The metal 1 layer:
Scale bar: 100 µm. Supply wires on this layer in grey.
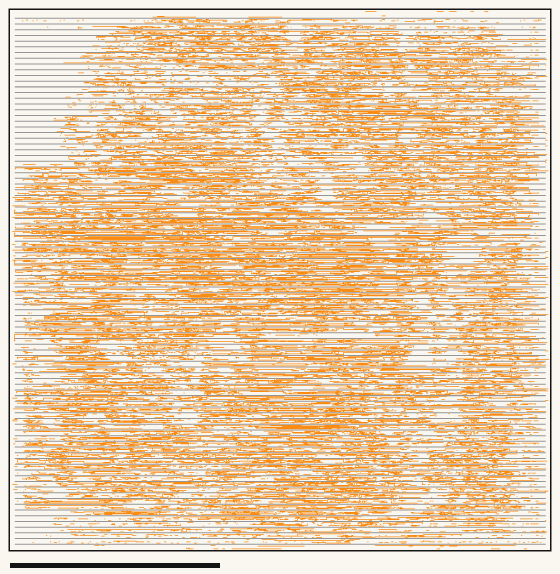
Metal 2:
Scale bar: 100 µm.
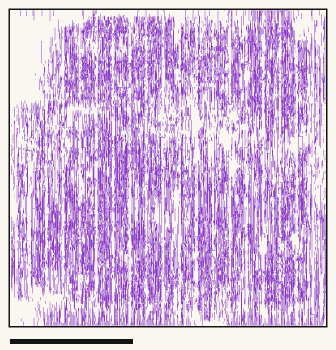
M3 wires:
Cells faint in the background.
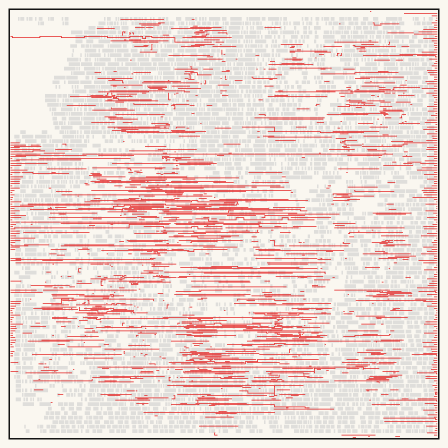
Met4 routing:
Scale bar: 100 µm. Supply wires on this layer in grey.
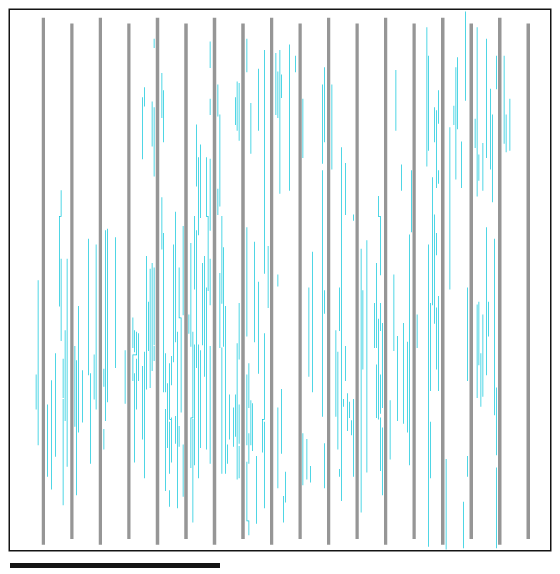
$ cat config.mk
export PLATFORM = sky130hd
export DESIGN_NAME = triangle_setup
export DESIGN_NICKNAME = d
export VERILOG_FILES = /design/src/rtl/triangle_setup_pkg.sv /design/src/rtl/triangle_setup_mul.sv /design/src/rtl/triangle_setup.sv
export SDC_FILE = /design/constraint.sdc
export NUM_CORES = 2
export LEC_CHECK = 0
export CORE_MARGIN = 2
export CORE_UTILIZATION = 55
export CTS_BUF_LIST = sky130_fd_sc_hd__clkbuf_16
export DETAILED_ROUTE_END_ITERATION = 8
export GPL_TIMING_DRIVEN = 0
export PLACE_DENSITY = 0.9
export SYNTH_ARGS = -nofsm -noshare
export SYNTH_HDL_FRONTEND = slang
export SYNTH_HIERARCHICAL = 1
export SYNTH_SLANG_ARGS = --single-unit
$ cat constraint.sdc
create_clock -name clk -period 9.8 [get_ports clk]
set_input_delay 1.96 -clock clk [delete_from_list [all_inputs] [get_ports clk]]
set_output_delay 1.96 -clock clk [all_outputs]
set_load 0.005 [all_outputs]
$ cat src/rtl/triangle_setup_pkg.sv
// Shared setup definitions: screen defaults,
// setup FSM states and the per-edge coefficient bundle.
package triangle_setup_pkg;

   localparam int LG_SCREEN_DEF = 11;
   localparam int SCREEN_W_DEF  = 640;
   localparam int SCREEN_H_DEF  = 480;

   typedef enum logic [2:0] {
      IDLE,
      BBOX,
      MUL,
      CHECK,
      ISSUE,
      WAIT
   } setup_state_t;

   typedef struct packed {
      logic [31:0] dx;
      logic [31:0] dy;
      logic [31:0] w00;
   } edge_coeff_t;

endpackage

$ cat src/rtl/triangle_setup_mul.sv
// Registered signed W x W multiplier, 1-cycle latency.
// Ports: clk, rst, a/b signed operands, p 32-bit sign-extended product.
module triangle_setup_mul #(
   parameter int W = 13
) (
   input  logic                clk,
   input  logic                rst,
   input  logic signed [W-1:0] a,
   input  logic signed [W-1:0] b,
   output logic signed [31:0]  p
);

   logic signed [31:0] p_q;
   logic signed [31:0] p_d;

   always_comb begin
      p_d = 32'(a) * 32'(b);
   end

   always_ff @(posedge clk) begin
      if (rst) begin
         p_q <= '0;
      end else begin
         p_q <= p_d;
      end
   end

   assign p = p_q;

endmodule

$ cat src/rtl/triangle_setup.sv
// Triangle setup: bbox, edge deltas/values, culling, generator issue.
// Ports: tri_val/tri_rdy vertex handshake, start/gen_done generator
// handshake, bbox + edge coefficient outputs, busy, issue/cull counters.
module triangle_setup
   import triangle_setup_pkg::*;
#(
   parameter int LG_SCREEN = LG_SCREEN_DEF,
   parameter int SCREEN_W  = SCREEN_W_DEF,
   parameter int SCREEN_H  = SCREEN_H_DEF,
   parameter int CULL_BACK = 1
) (
   input  logic                 clk,
   input  logic                 rst,
   input  logic                 tri_val,
   output logic                 tri_rdy,
   input  logic [LG_SCREEN-1:0] x0,
   input  logic [LG_SCREEN-1:0] y0,
   input  logic [LG_SCREEN-1:0] x1,
   input  logic [LG_SCREEN-1:0] y1,
   input  logic [LG_SCREEN-1:0] x2,
   input  logic [LG_SCREEN-1:0] y2,
   output logic                 start,
   output logic [31:0]          ymin,
   output logic [31:0]          ymax,
   output logic [31:0]          xmin,
   output logic [31:0]          xmax,
   output logic [31:0]          l0_dx,
   output logic [31:0]          l1_dx,
   output logic [31:0]          l2_dx,
   output logic [31:0]          l0_dy,
   output logic [31:0]          l1_dy,
   output logic [31:0]          l2_dy,
   output logic [31:0]          w0_00,
   output logic [31:0]          w1_00,
   output logic [31:0]          w2_00,
   input  logic                 gen_done,
   output logic                 busy,
   output logic [31:0]          tri_issued_cnt,
   output logic [31:0]          tri_culled_cnt
);

   localparam int DW = LG_SCREEN + 2;

   typedef logic [LG_SCREEN-1:0] crd_t;
   typedef logic signed [DW-1:0] dif_t;

   function automatic dif_t dif(input crd_t a, input crd_t b);
      return $signed({2'b00, a}) - $signed({2'b00, b});
   endfunction

   function automatic crd_t min3(input crd_t a, input crd_t b,
                                 input crd_t c);
      crd_t m;
      m = (a < b) ? a : b;
      return (c < m) ? c : m;
   endfunction

   function automatic crd_t max3(input crd_t a, input crd_t b,
                                 input crd_t c);
      crd_t m;
      m = (a > b) ? a : b;
      return (c > m) ? c : m;
   endfunction

   setup_state_t state_q, state_d;
   crd_t         vx_q [3];
   crd_t         vx_d [3];
   crd_t         vy_q [3];
   crd_t         vy_d [3];
   logic [31:0]  xmin_q, xmin_d, xmax_q, xmax_d;
   logic [31:0]  ymin_q, ymin_d, ymax_q, ymax_d;
   edge_coeff_t  edge_q [3];
   edge_coeff_t  edge_d [3];
   logic signed [31:0] acc_q, acc_d;
   logic [2:0]   cnt_q, cnt_d;
   logic         start_q, start_d;
   logic [31:0]  iss_q, iss_d, cul_q, cul_d;

   logic signed [31:0] prod;
   logic signed [31:0] area;
   dif_t         op_a, op_b;
   crd_t         xm, ym;
   crd_t         xlo, xhi, ylo, yhi;
   logic [31:0]  xend, yend, xmax_c, ymax_c;

   assign xlo = min3(vx_q[0], vx_q[1], vx_q[2]);
   assign xhi = max3(vx_q[0], vx_q[1], vx_q[2]);
   assign ylo = min3(vy_q[0], vy_q[1], vy_q[2]);
   assign yhi = max3(vy_q[0], vy_q[1], vy_q[2]);

   assign xend   = 32'(xhi) + 32'd1;
   assign yend   = 32'(yhi) + 32'd1;
   assign xmax_c = (xend > 32'(SCREEN_W)) ? 32'(SCREEN_W) : xend;
   assign ymax_c = (yend > 32'(SCREEN_H)) ? 32'(SCREEN_H) : yend;

   assign xm = xmin_q[LG_SCREEN-1:0];
   assign ym = ymin_q[LG_SCREEN-1:0];

   // Product order: even = (xmin-xa)*(yb-ya), odd = (ymin-ya)*(xb-xa)
   // for edges 0,1,2; then the two area terms.
   always_comb begin
      op_a = '0;
      op_b = '0;
      unique case (cnt_q)
         3'd0: begin op_a = dif(xm, vx_q[1]); op_b = dif(vy_q[2], vy_q[1]); end
         3'd1: begin op_a = dif(ym, vy_q[1]); op_b = dif(vx_q[2], vx_q[1]); end
         3'd2: begin op_a = dif(xm, vx_q[2]); op_b = dif(vy_q[0], vy_q[2]); end
         3'd3: begin op_a = dif(ym, vy_q[2]); op_b = dif(vx_q[0], vx_q[2]); end
         3'd4: begin op_a = dif(xm, vx_q[0]); op_b = dif(vy_q[1], vy_q[0]); end
         3'd5: begin op_a = dif(ym, vy_q[0]); op_b = dif(vx_q[1], vx_q[0]); end
         3'd6: begin op_a = dif(vx_q[0], vx_q[1]); op_b = dif(vy_q[2], vy_q[1]); end
         3'd7: begin op_a = dif(vy_q[0], vy_q[1]); op_b = dif(vx_q[2], vx_q[1]); end
         default: ;
      endcase
   end

   triangle_setup_mul #(.W(DW)) u_mul (
      .clk (clk),
      .rst (rst),
      .a   (op_a),
      .b   (op_b),
      .p   (prod)
   );

   always_comb begin
      state_d = state_q;
      vx_d    = vx_q;
      vy_d    = vy_q;
      xmin_d  = xmin_q;
      xmax_d  = xmax_q;
      ymin_d  = ymin_q;
      ymax_d  = ymax_q;
      edge_d  = edge_q;
      acc_d   = acc_q;
      cnt_d   = cnt_q;
      start_d = 1'b0;
      iss_d   = iss_q;
      cul_d   = cul_q;
      // Last area term lands from the multiplier during CHECK.
      area    = acc_q - prod;
      unique case (state_q)
         IDLE: begin
            if (tri_val) begin
               vx_d[0] = x0;
               vx_d[1] = x1;
               vx_d[2] = x2;
               vy_d[0] = y0;
               vy_d[1] = y1;
               vy_d[2] = y2;
               state_d = BBOX;
            end
         end
         BBOX: begin
            xmin_d = 32'(xlo);
            xmax_d = xmax_c;
            ymin_d = 32'(ylo);
            ymax_d = ymax_c;
            for (int i = 0; i < 3; i++) begin
               edge_d[i].dx = 32'(dif(vy_q[(i+2)%3], vy_q[(i+1)%3]));
               edge_d[i].dy = 32'(dif(vx_q[(i+1)%3], vx_q[(i+2)%3]));
            end
            cnt_d   = 3'd0;
            state_d = MUL;
         end
         MUL: begin
            cnt_d = cnt_q + 3'd1;
            // Product cnt_q-1 is on the multiplier output now.
            if (cnt_q[0]) begin
               acc_d = prod;
            end else begin
               case (cnt_q)
                  3'd2: edge_d[0].w00 = acc_q - prod;
                  3'd4: edge_d[1].w00 = acc_q - prod;
                  3'd6: edge_d[2].w00 = acc_q - prod;
                  default: ;
               endcase
            end
            if (cnt_q == 3'd7) begin
               state_d = CHECK;
            end
         end
         CHECK: begin
            if (xmin_q >= xmax_q || ymin_q >= ymax_q) begin
               cul_d   = cul_q + 32'd1;
               state_d = IDLE;
            end else if (area == 0 || (CULL_BACK != 0 && area < 0)) begin
               cul_d   = cul_q + 32'd1;
               state_d = IDLE;
            end else begin
               iss_d   = iss_q + 32'd1;
               start_d = 1'b1;
               state_d = ISSUE;
            end
         end
         ISSUE: begin
            state_d = WAIT;
         end
         WAIT: begin
            if (gen_done) begin
               state_d = IDLE;
            end
         end
         default: begin
            state_d = IDLE;
         end
      endcase
   end

   always_ff @(posedge clk) begin
      if (rst) begin
         state_q <= IDLE;
         vx_q    <= '{default: '0};
         vy_q    <= '{default: '0};
         xmin_q  <= '0;
         xmax_q  <= '0;
         ymin_q  <= '0;
         ymax_q  <= '0;
         edge_q  <= '{default: '0};
         acc_q   <= '0;
         cnt_q   <= '0;
         start_q <= 1'b0;
         iss_q   <= '0;
         cul_q   <= '0;
      end else begin
         state_q <= state_d;
         vx_q    <= vx_d;
         vy_q    <= vy_d;
         xmin_q  <= xmin_d;
         xmax_q  <= xmax_d;
         ymin_q  <= ymin_d;
         ymax_q  <= ymax_d;
         edge_q  <= edge_d;
         acc_q   <= acc_d;
         cnt_q   <= cnt_d;
         start_q <= start_d;
         iss_q   <= iss_d;
         cul_q   <= cul_d;
      end
   end

   assign tri_rdy        = (state_q == IDLE);
   assign busy           = (state_q != IDLE);
   assign start          = start_q;
   assign xmin           = xmin_q;
   assign xmax           = xmax_q;
   assign ymin           = ymin_q;
   assign ymax           = ymax_q;
   assign l0_dx          = edge_q[0].dx;
   assign l1_dx          = edge_q[1].dx;
   assign l2_dx          = edge_q[2].dx;
   assign l0_dy          = edge_q[0].dy;
   assign l1_dy          = edge_q[1].dy;
   assign l2_dy          = edge_q[2].dy;
   assign w0_00          = edge_q[0].w00;
   assign w1_00          = edge_q[1].w00;
   assign w2_00          = edge_q[2].w00;
   assign tri_issued_cnt = iss_q;
   assign tri_culled_cnt = cul_q;

endmodule

==> job_summary.md <==
### Yosys + OpenROAD results

| Metric | Value |
|---|---|
| Clock root cell | clkbuf_16 |
| Pre-CTS WS | -1150 ps |
| Drt first pass iters | 8 |
| RR Endpoint | u_mul/p[19] |
| CP Class | reg -> reg |
| Worst-margin pin slew | 1400 ps |
| Fin crit period | 9580 ps |
| Hold-critical path depth | 2 |
| Area grow syn2layout | 22.3% |
| Final hold violations | 0 |
| Cell Area, Placed | about 41000 µm² |
| Post-cts sizing count | 23 |
| CTS Hold Bufs | 0 |
| Top fanout value on the critical path | 10 |
| Fillcell total | 5173 |
| Synth Warn # | 6 |
| Flop2flop setup slack | ~220 ps |
| Core area | roughly 63000 µm² |
| Design Area, Final | 43000 µm² |
| Final core occ | between 60% and 70% |
| Wire per inst | approximately 23 µm |
| Chip footprint | 66000 µm² |
| Routability Congestion | 1.07 |
| Dominant combinational family | adder cells |
| Post-synthesis instance area | 35200 µm² |
| Comb area | roughly 23000 µm² |
| Total grt overflow | 0 |
| Mapped Avg Cell Area | about 8 µm² |
| Initial antenna violation count | 1 |
| HPWL Detailed | 109000 µm |
| Die Ht | 257 µm |
| Status | complete, no violations |
| Synth async-reset ratio | 0% |
| Post-synth area from yosys stat | roughly 35000 µm² |
| Aoi share | 19.6% |
| Hold_sp | l1_dy[5] |
| Worst hold endpoint | l1_dy[5] |
| Cells after Synth | approximately 4500 |
| Tool warnings | 74 |
| Final non-filler cell total | ~6000 |
| Placed Instances | roughly 5900 |
| Ys cells | ~4500 |
| CTS clk-pin slew, worst paths | 60 ps |
## Picture notes: 'the metal 1 layer'
wire length on this layer	51.9 mm
main direction	horizontal
longest straight run	82.3 µm
final WL: 136000 µm
met1 Track Usage GR: 50.1%
vias post-DR: 35482

## Picture notes: 'metal 2'
main direction	vertical
wire length on this layer	60.2 mm
longest straight run	94.9 µm

## Picture notes: 'M3 wires'
longest straight run	186 µm
nets with wire on the layer	894
main direction	horizontal
M3 GR Usage: 9.48%

## Picture notes: 'met4 routing'
nets with wire on the layer	182
wire length on this layer	8380 µm
share of all routed wire	6.2%

-- cells by family (layout without fill, tap and decap cells) --
| logic type | count (synthesis) | after routing |
|---|---|---|
| other | 1 | 82 |
| flip-flops | 409 | 409 |
| AND-OR/OR-AND | 1091 | 1091 |
| AND/OR/NAND/NOR | 1496 | 1496 |
| adder cells (fa/ha/maj) | 479 | 479 |
| buffers and inverters | 833 | 1393 |
| XOR/XNOR | 149 | 149 |
| multiplexers | 52 | 52 |
-- synthesized netlist by cell type (9+ instances only) --
| master | n |
|---|---|
| nor2b_1 | 72 |
| and2_1 | 99 |
| a221oi_1 | 10 |
| xor2_1 | 45 |
| ha_1 | 304 |
| o211ai_1 | 45 |
| nor3_1 | 86 |
| nand4_1 | 43 |
| a211oi_1 | 51 |
| o31ai_1 | 25 |
| buf_4 | 210 |
| nand2_1 | 691 |
| mux2_2 | 16 |
| a22oi_1 | 16 |
| nor2_1 | 275 |
| a21oi_1 | 507 |
| inv_1 | 393 |
| or4_1 | 14 |
| or3_1 | 30 |
| nand2b_1 | 26 |
| o22ai_1 | 9 |
| o21a_1 | 23 |
| fa_1 | 175 |
| a21o_1 | 64 |
| a31oi_1 | 19 |
| o21bai_1 | 34 |
| and3_1 | 40 |
| a311oi_1 | 9 |
| nand3_1 | 64 |
| dfxtp_1 | 409 |
| nand3b_1 | 11 |
| buf_2 | 22 |
| o21ai_1 | 12 |
| a21boi_0 | 13 |
| a222oi_1 | 11 |
| o21ai_0 | 132 |
| a2111oi_0 | 12 |
| mux2_1 | 10 |
| nor4_1 | 10 |
| mux2i_1 | 25 |
| clkbuf_1 | 193 |
| xnor2_1 | 104 |
-- critical path, delay by kind of cell (launching register included) --
kind            cells  cell delay [ps]
compound gates      7             2500
fa+ha+maj           8             3680
buf+inv             4             1030
flops               1              500
simple gates        9             1750
-- worst max path at each step --
stage / slack, ps / start / endpoint / cells after the start
after floorplan: 1000 / cnt_q[2] / u_mul/p[24] / 41
after global placement: -970 / cnt_q[2] / u_mul/p[24] / 41
after detailed placement: -1150 / cnt_q[2] / u_mul/p[24] / 41
after CTS: 30 / cnt_q[0] / u_mul/p[25] / 36
after global routing: -40 / cnt_q[0] / u_mul/p[25] / 37
final: 220 / vx_q[6] / u_mul/p[19] / 28
-- cells in the final DEF (no fill, tap or decap), types with 129 or more instances in the layout --
cell,instances
clkdlybuf4s50_1,470
o21ai_0,129
inv_1,396
clkbuf_1,175
buf_4,224
nor2_1,274
a21oi_1,501
nand2_1,691
dfxtp_1,406
ha_1,299
fa_1,174
-- routing by layer --
layer  share of wire [%]  track usage [%]
met2                  44             63.2
met5               0.010                0
met4                 6.2             20.8
met1                  38             50.1
met3                  11             9.48
-- area by class of cell --
class,instances,area share [%]
Tap cell,846,2.46
Multi-Input combinational cell,3349,54.5
Sequential cell,409,19.0
Inverter,394,3.45
Timing Repair Buffer,482,11.2
Clock inverter,36,0.838
Clock buffer,45,2.62
Buffer,436,5.90
